==> config.mk <==
export PLATFORM = sky130hd
export DESIGN_NAME = hml_level_monitor
export DESIGN_NICKNAME = d
export VERILOG_FILES = /design/src/rtl/hml_pkg.sv /design/src/rtl/hml_debouncer.sv /design/src/rtl/hml_level_monitor.sv
export SDC_FILE = /design/constraint.sdc
export NUM_CORES = 1
export LEC_CHECK = 0
export CORE_MARGIN = 2
export CORE_UTILIZATION = 63
export CTS_CLUSTER_SIZE = 16
export DETAILED_ROUTE_END_ITERATION = 8
export GPL_ROUTABILITY_DRIVEN = 0
export GPL_TIMING_DRIVEN = 0
export PLACE_DENSITY = 0.81
export SYNTH_ARGS = -nofsm -noshare
export SYNTH_HDL_FRONTEND = slang
export SYNTH_HIERARCHICAL = 1
export SYNTH_SLANG_ARGS = --single-unit
==> constraint.sdc <==
create_clock -name clk -period 5.2 [get_ports clk]
set_clock_uncertainty 0.1 [all_clocks]
set_input_delay 0.52 -clock clk [delete_from_list [all_inputs] [get_ports clk]]
set_output_delay 0.52 -clock clk [all_outputs]
set_load 0.005 [all_outputs]
==> src/rtl/hml_pkg.sv <==
// Shared constants and helpers for the H/M/L water-level monitor.
//   Level encodings (2-bit) and their raw HML probe codes {H,M,L}
//   FSM state encodings and fault codes
//   is_valid_hml() : thermometer-code check on a raw HML code
//   hml_to_level() : raw HML code to 2-bit level
package hml_pkg;

  localparam int unsigned HML_W = 3;
  localparam int unsigned LVL_W = 2;
  localparam int unsigned ST_W  = 2;
  localparam int unsigned FLT_W = 2;

  localparam logic [LVL_W-1:0] LVL_EMPTY = 2'd0;
  localparam logic [LVL_W-1:0] LVL_LOW   = 2'd1;
  localparam logic [LVL_W-1:0] LVL_MID   = 2'd2;
  localparam logic [LVL_W-1:0] LVL_FULL  = 2'd3;

  localparam logic [HML_W-1:0] HML_EMPTY = 3'b000;
  localparam logic [HML_W-1:0] HML_LOW   = 3'b001;
  localparam logic [HML_W-1:0] HML_MID   = 3'b011;
  localparam logic [HML_W-1:0] HML_FULL  = 3'b111;

  localparam logic [ST_W-1:0] ST_IDLE    = 2'd0;
  localparam logic [ST_W-1:0] ST_FILLING = 2'd1;
  localparam logic [ST_W-1:0] ST_FAULT   = 2'd2;

  localparam logic [FLT_W-1:0] FLT_NONE    = 2'b00;
  localparam logic [FLT_W-1:0] FLT_CODE    = 2'b01;
  localparam logic [FLT_W-1:0] FLT_TIMEOUT = 2'b10;

  // Only thermometer codes are physically possible with healthy probes.
  function automatic logic is_valid_hml(input logic [HML_W-1:0] code);
    return (code == HML_EMPTY) || (code == HML_LOW) ||
           (code == HML_MID)   || (code == HML_FULL);
  endfunction

  function automatic logic [LVL_W-1:0] hml_to_level(input logic [HML_W-1:0] code);
    logic [LVL_W-1:0] lvl;
    case (code)
      HML_LOW:  lvl = LVL_LOW;
      HML_MID:  lvl = LVL_MID;
      HML_FULL: lvl = LVL_FULL;
      default:  lvl = LVL_EMPTY;
    endcase
    return lvl;
  endfunction

endpackage

==> src/rtl/hml_debouncer.sv <==
// 2-FF synchroniser plus 3-bit debounce of the raw HML probe code.
//   clk, rst          : clock, async active-high reset
//   i_raw             : raw {H,M,L}
//   o_accept_c        : combinational one-cycle pulse, a code is accepted this edge
//   o_new_code_c      : code being accepted (valid while o_accept_c)
//   o_accepted_code   : last accepted code (registered)
module hml_debouncer
  import hml_pkg::*;
#(
  parameter int unsigned DEBOUNCE_CYCLES = 4
) (
  input  logic             clk,
  input  logic             rst,
  input  logic [HML_W-1:0] i_raw,
  output logic             o_accept_c,
  output logic [HML_W-1:0] o_new_code_c,
  output logic [HML_W-1:0] o_accepted_code
);

  localparam int unsigned CNT_W = $clog2(DEBOUNCE_CYCLES + 1);
  localparam logic [CNT_W-1:0] CNT_MAX = CNT_W'(DEBOUNCE_CYCLES);
  localparam logic [CNT_W-1:0] CNT_ACC = CNT_W'(DEBOUNCE_CYCLES - 1);

  logic [HML_W-1:0] r_sync1;
  logic [HML_W-1:0] r_sync2;
  logic [1:0]       r_sync_vld;
  logic [HML_W-1:0] r_cand;
  logic [CNT_W-1:0] r_cnt;
  logic [HML_W-1:0] r_acc_code;
  logic             w_diff;
  logic             w_accept;

  // r_sync_vld marks when r_sync2 holds a real sample rather than its reset value,
  // so the first code after reset is debounced with the same latency as a change.
  assign w_diff   = (r_sync2 != r_cand);
  assign w_accept = r_sync_vld[1] &&
                    (w_diff ? (DEBOUNCE_CYCLES == 1) : (r_cnt == CNT_ACC));

  // Synchroniser, candidate/run counter, accepted code
  always_ff @(posedge clk or posedge rst) begin
    if (rst) begin
      r_sync1    <= '0;
      r_sync2    <= '0;
      r_sync_vld <= '0;
      r_cand     <= '0;
      r_cnt      <= '0;
      r_acc_code <= '0;
    end else begin
      r_sync1    <= i_raw;
      r_sync2    <= r_sync1;
      r_sync_vld <= {r_sync_vld[0], 1'b1};
      if (r_sync_vld[1]) begin
        if (w_diff) begin
          r_cand <= r_sync2;
          r_cnt  <= CNT_W'(1);
        end else if (r_cnt != CNT_MAX) begin
          // Saturating at the threshold makes acceptance once per change.
          r_cnt <= r_cnt + CNT_W'(1);
        end
      end
      if (w_accept) begin
        r_acc_code <= r_sync2;
      end
    end
  end

  assign o_accept_c      = w_accept;
  assign o_new_code_c    = r_sync2;
  assign o_accepted_code = r_acc_code;

endmodule

==> src/rtl/hml_level_monitor.sv <==
// Tank level monitor: debounced HML probes, fill-valve FSM with hysteresis,
// fill timeout and latched fault.
//   clk, rst      : clock, async active-high reset
//   H, M, L       : raw level probes (1 = wet)
//   clear_fault   : single-cycle request to leave FAULT
//   level         : accepted level 0..3 (EMPTY/LOW/MID/FULL)
//   level_valid   : a valid code has been accepted since reset
//   valve_open    : fill valve command
//   irrig_allow   : irrigation permitted
//   alarm         : FAULT indication
//   fault_code    : 00 none, 01 invalid code, 10 fill timeout
module hml_level_monitor
  import hml_pkg::*;
#(
  parameter int unsigned DEBOUNCE_CYCLES = 4,
  parameter int unsigned FILL_TIMEOUT    = 1000
) (
  input  logic             clk,
  input  logic             rst,
  input  logic             H,
  input  logic             M,
  input  logic             L,
  input  logic             clear_fault,
  output logic [LVL_W-1:0] level,
  output logic             level_valid,
  output logic             valve_open,
  output logic             irrig_allow,
  output logic             alarm,
  output logic [FLT_W-1:0] fault_code
);

  localparam int unsigned TMO_W = $clog2(FILL_TIMEOUT + 1);
  localparam logic [TMO_W-1:0] TMO_MAX = TMO_W'(FILL_TIMEOUT);

  logic             w_accept_c;
  logic [HML_W-1:0] w_new_code_c;
  logic [HML_W-1:0] w_acc_code;

  logic [ST_W-1:0]  r_state;
  logic [LVL_W-1:0] r_level;
  logic             r_level_valid;
  logic [FLT_W-1:0] r_fault;
  logic [TMO_W-1:0] r_tmo;
  logic             r_valve;
  logic             r_irrig;
  logic             r_alarm;

  logic [ST_W-1:0]  w_state_n;
  logic [LVL_W-1:0] w_level_n;
  logic             w_level_valid_n;
  logic [FLT_W-1:0] w_fault_n;
  logic [TMO_W-1:0] w_tmo_n;
  logic [TMO_W-1:0] w_tmo_inc;
  logic             w_new_ok;
  logic             w_new_bad;
  logic             w_increase;
  logic             w_cur_ok;

  hml_debouncer #(
    .DEBOUNCE_CYCLES (DEBOUNCE_CYCLES)
  ) u_debouncer (
    .clk             (clk),
    .rst             (rst),
    .i_raw           ({H, M, L}),
    .o_accept_c      (w_accept_c),
    .o_new_code_c    (w_new_code_c),
    .o_accepted_code (w_acc_code)
  );

  assign w_new_ok   = w_accept_c &&  is_valid_hml(w_new_code_c);
  assign w_new_bad  = w_accept_c && !is_valid_hml(w_new_code_c);
  assign w_increase = w_new_ok && (hml_to_level(w_new_code_c) > r_level);
  // Code in force this edge: a code being accepted now supersedes the stored one.
  assign w_cur_ok   = w_accept_c ? is_valid_hml(w_new_code_c) : is_valid_hml(w_acc_code);
  assign w_tmo_inc  = (r_tmo == TMO_MAX) ? r_tmo : (r_tmo + TMO_W'(1));

  // Next-state, level, fault and timeout logic
  always_comb begin
    w_state_n       = r_state;
    w_level_n       = r_level;
    w_level_valid_n = r_level_valid;
    w_fault_n       = r_fault;
    w_tmo_n         = '0;

    if (w_new_ok) begin
      w_level_n       = hml_to_level(w_new_code_c);
      w_level_valid_n = 1'b1;
    end

    if (w_new_bad) begin
      w_state_n = ST_FAULT;
      w_fault_n = FLT_CODE;
    end else begin
      case (r_state)
        ST_IDLE: begin
          // Hysteresis: only an empty tank opens the valve.
          if (w_level_valid_n && (w_level_n == LVL_EMPTY)) begin
            w_state_n = ST_FILLING;
          end
        end
        ST_FILLING: begin
          if (w_level_n == LVL_FULL) begin
            w_state_n = ST_IDLE;
          end else if (!w_increase && (w_tmo_inc == TMO_MAX)) begin
            w_state_n = ST_FAULT;
            w_fault_n = FLT_TIMEOUT;
          end
        end
        ST_FAULT: begin
          if (clear_fault && w_cur_ok) begin
            w_state_n = ST_IDLE;
            w_fault_n = FLT_NONE;
          end
        end
        default: begin
          w_state_n = ST_IDLE;
        end
      endcase
    end

    // Counter restarts on FILLING entry and on every accepted increase.
    if (w_state_n == ST_FILLING) begin
      if ((r_state == ST_FILLING) && !w_increase) begin
        w_tmo_n = w_tmo_inc;
      end
    end
  end

  // State and registered outputs
  always_ff @(posedge clk or posedge rst) begin
    if (rst) begin
      r_state       <= ST_IDLE;
      r_level       <= LVL_EMPTY;
      r_level_valid <= 1'b0;
      r_fault       <= FLT_NONE;
      r_tmo         <= '0;
      r_valve       <= 1'b0;
      r_irrig       <= 1'b0;
      r_alarm       <= 1'b0;
    end else begin
      r_state       <= w_state_n;
      r_level       <= w_level_n;
      r_level_valid <= w_level_valid_n;
      r_fault       <= w_fault_n;
      r_tmo         <= w_tmo_n;
      r_valve       <= (w_state_n == ST_FILLING);
      r_alarm       <= (w_state_n == ST_FAULT);
      r_irrig       <= w_level_valid_n && (w_level_n >= LVL_LOW) && (w_state_n != ST_FAULT);
    end
  end

  assign level       = r_level;
  assign level_valid = r_level_valid;
  assign valve_open  = r_valve;
  assign irrig_allow = r_irrig;
  assign alarm       = r_alarm;
  assign fault_code  = r_fault;

endmodule
metal_stack.png
(8 px per um) Only two layers are drawn.
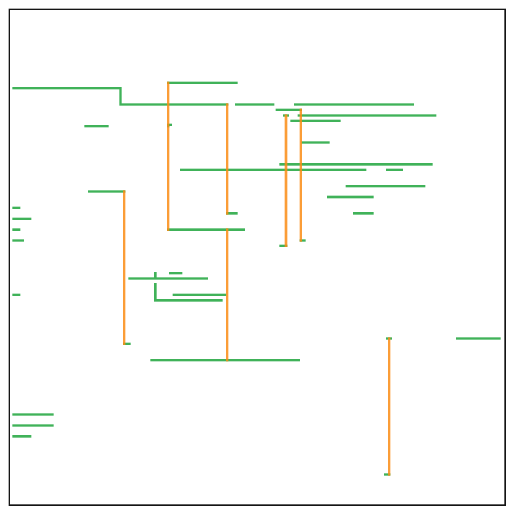
legend:
  orange:
    layer: met4
    wire_length: 117 um
  green:
    layer: met3
    wire_length: 237 um
WL final: 4.24 mm
via count: 1649

registers.png
(8 px per um) Other sequential cells in the stronger gray, the rest of the logic in the fainter gray.
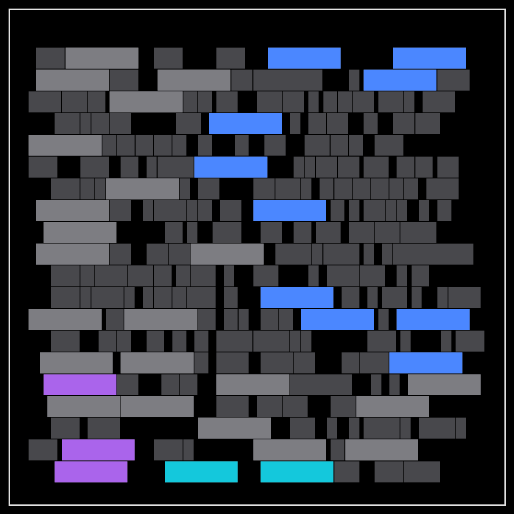
legend:
  blue:
    netlist_name: r_tmo
    flops: 10
  cyan:
    netlist_name: u_debouncer/r_sync_vld
    flops: 2
  purple:
    netlist_name: u_debouncer/r_sync1
    flops: 3
seq pwr: 362 uW
Reg area: 926 um^2

## power breakdown
group | internal [mW] | switching [mW] | leakage [nW]
Sequential | 0.326 | 0.0365 | 0.477
Clock | 0.0515 | 0.0931 | 0.0320
Combinational | 0.0918 | 0.119 | 0.489
## worst paths after layout
kind | startpoint | endpoint | slack (ps)
setup / recovery | u_debouncer/o_new_code_c[1] | r_tmo[3] | 1850
hold / removal | u_debouncer/r_sync_vld[0] | u_debouncer/r_sync_vld[1] | 250
setup reg to reg | u_debouncer/o_new_code_c[1] | r_tmo[3] | 1850
hold reg to reg | u_debouncer/r_sync_vld[0] | u_debouncer/r_sync_vld[1] | 250
max in group asynchronous | rst | alarm | 3960
min in group asynchronous | rst | u_debouncer/r_cnt[2] | 470
## cells in the final DEF (no fill, tap or decap), types with 4 or more instances in the layout
cell             Yosys  final
a211oi_1             7      7
a21oi_1              8      8
nand3_1              8      8
ha_1                 7      7
o21ai_0              8      8
buf_6                5      5
nor2_1              13     13
xor2_1               6      6
nor2b_1              4      4
nand2b_1             6      6
nand4_1              5      5
nand2_1             12     12
xnor2_1              4      4
clkbuf_4             0      5
dfrtp_1             37     37
inv_1               15     15
clkdlybuf4s50_1      0     13
## layer usage
metal	up-vias	wire, um
met5	-	0
met4	0	116
met3	15	236
met2	58	2030
met1	796	1860
li1	780	-
## critical path: cells and delay by family, from the launching register on
kind	cells	cell delay, ps
compound gates	3	1330
xor+xnor	1	280
simple gates	3	1040
flops	1	510
## registers in the layout, indices dropped and copies added (netlist names), 2 cells and up
register and count:
fault_code 2, r_tmo 10, u_debouncer/r_cand 3, u_debouncer/o_new_code_c 3, u_debouncer/r_sync1 3, u_debouncer/r_sync_vld 2, u_debouncer/o_accepted_code 3, u_debouncer/r_cnt 3
r_state 2, level 2
## area by class of cell
type | count | area (um^2) | area share
Clock buffer | 6 | 41.3 | 0.0176
Clock inverter | 2 | 10.0 | 0.00428
Sequential cell | 37 | 926 | 0.396
Tap cell | 44 | 55.1 | 0.0235
Buffer | 6 | 60.1 | 0.0257
Multi-Input combinational cell | 145 | 1060 | 0.454
Inverter | 15 | 56.3 | 0.0241
Timing Repair Buffer | 13 | 130 | 0.0556
## cell families (layout without fill, tap and decap cells)
logic type	count (synthesis)	in the layout
fa+ha+maj	7	7
buf+inv	21	42
simple gates	70	70
flops	37	37
xor+xnor	10	10
mux	6	6
compound gates	51	51
other cells	1	1
==> results.toml <==
# synthesis and place-and-route metrics
[job]
drv_cap = 0

[global_routing]
groute.usage.overall = 0.272
grt_overflow = 0
grt_max_degree = 21
grt-busiest-layer = "met2"
met1_usage = 0.378
antenna_found_initial = 0

[synthesis]
ys_async_sr_fraction = 1.00
synth_cell_type_count = 54
synthesis.area_um2 = 2100
fp_nets = 216
top_area_cell = "dfrtp_1"
yosysWarnings = 6
synth.cells.most_frequent = "37 x dfrtp_1, 15 x inv_1, 13 x nor2_1, 12 x nand2_1"
seq_area_frac_synth = 0.440
synth_stat.cells = 203
edf_count = 0
synth_top_area_share = 0.440
xor_area_frac = 0.0416
synth_cells = 203
avgSynthCellArea_um2 = 10.4

[finish]
syn_to_final_growth_pct = 11.2
final_nets = 236
antenna_cells = 0
layout-drive-gt1-share = 0.152

[place]
dpl_cell_area_um2 = 2290
dp_slack_ps = 1860
dp_cells = 260

[clocking]
cts_resized = 0
insertion_delay_ps = 340
htreeDepth = 2
post-cts-setup-buffers = 0
cts_hold_buf = 0
cts-buffers-inserted = 5

[power_and_ir_drop]
powerDensity_nw_per_um2 = 307
p_leak_nw = 0.998
power_uw = 718

[sta]
fin_ws_ps = 1850
slew_violations = 0
rsz0062_at_grt = "false"
max_freq_mhz = 298
finalHoldViolations = 0
final.period_utilization = 0.644

[floorplan]
row_count = 20
fp-utilization = 0.678
die_w_um = 61.8
coreArea_um2 = 3100
die_y_um = 61.8
io_pins = 14

[setup_path]
crit_type = "register to register"
r2r_cells = 7
worstPathCellList = "xor2_1 > nor4_4 > nand2b_1 > and2_1 > a221oi_1 > o211ai_2 > a211oi_1"
crit_slowest_cell = "a221oi_1"
endpoint_kind = "register"
required_ps = 5360
crit_fanout = 12

[run_status]
outcome = "finished clean"

[routing]
antenna_left = 0
drc_errors = 0
wl_per_cell_um = 15.8
Power and IR drop assume default switching activity.
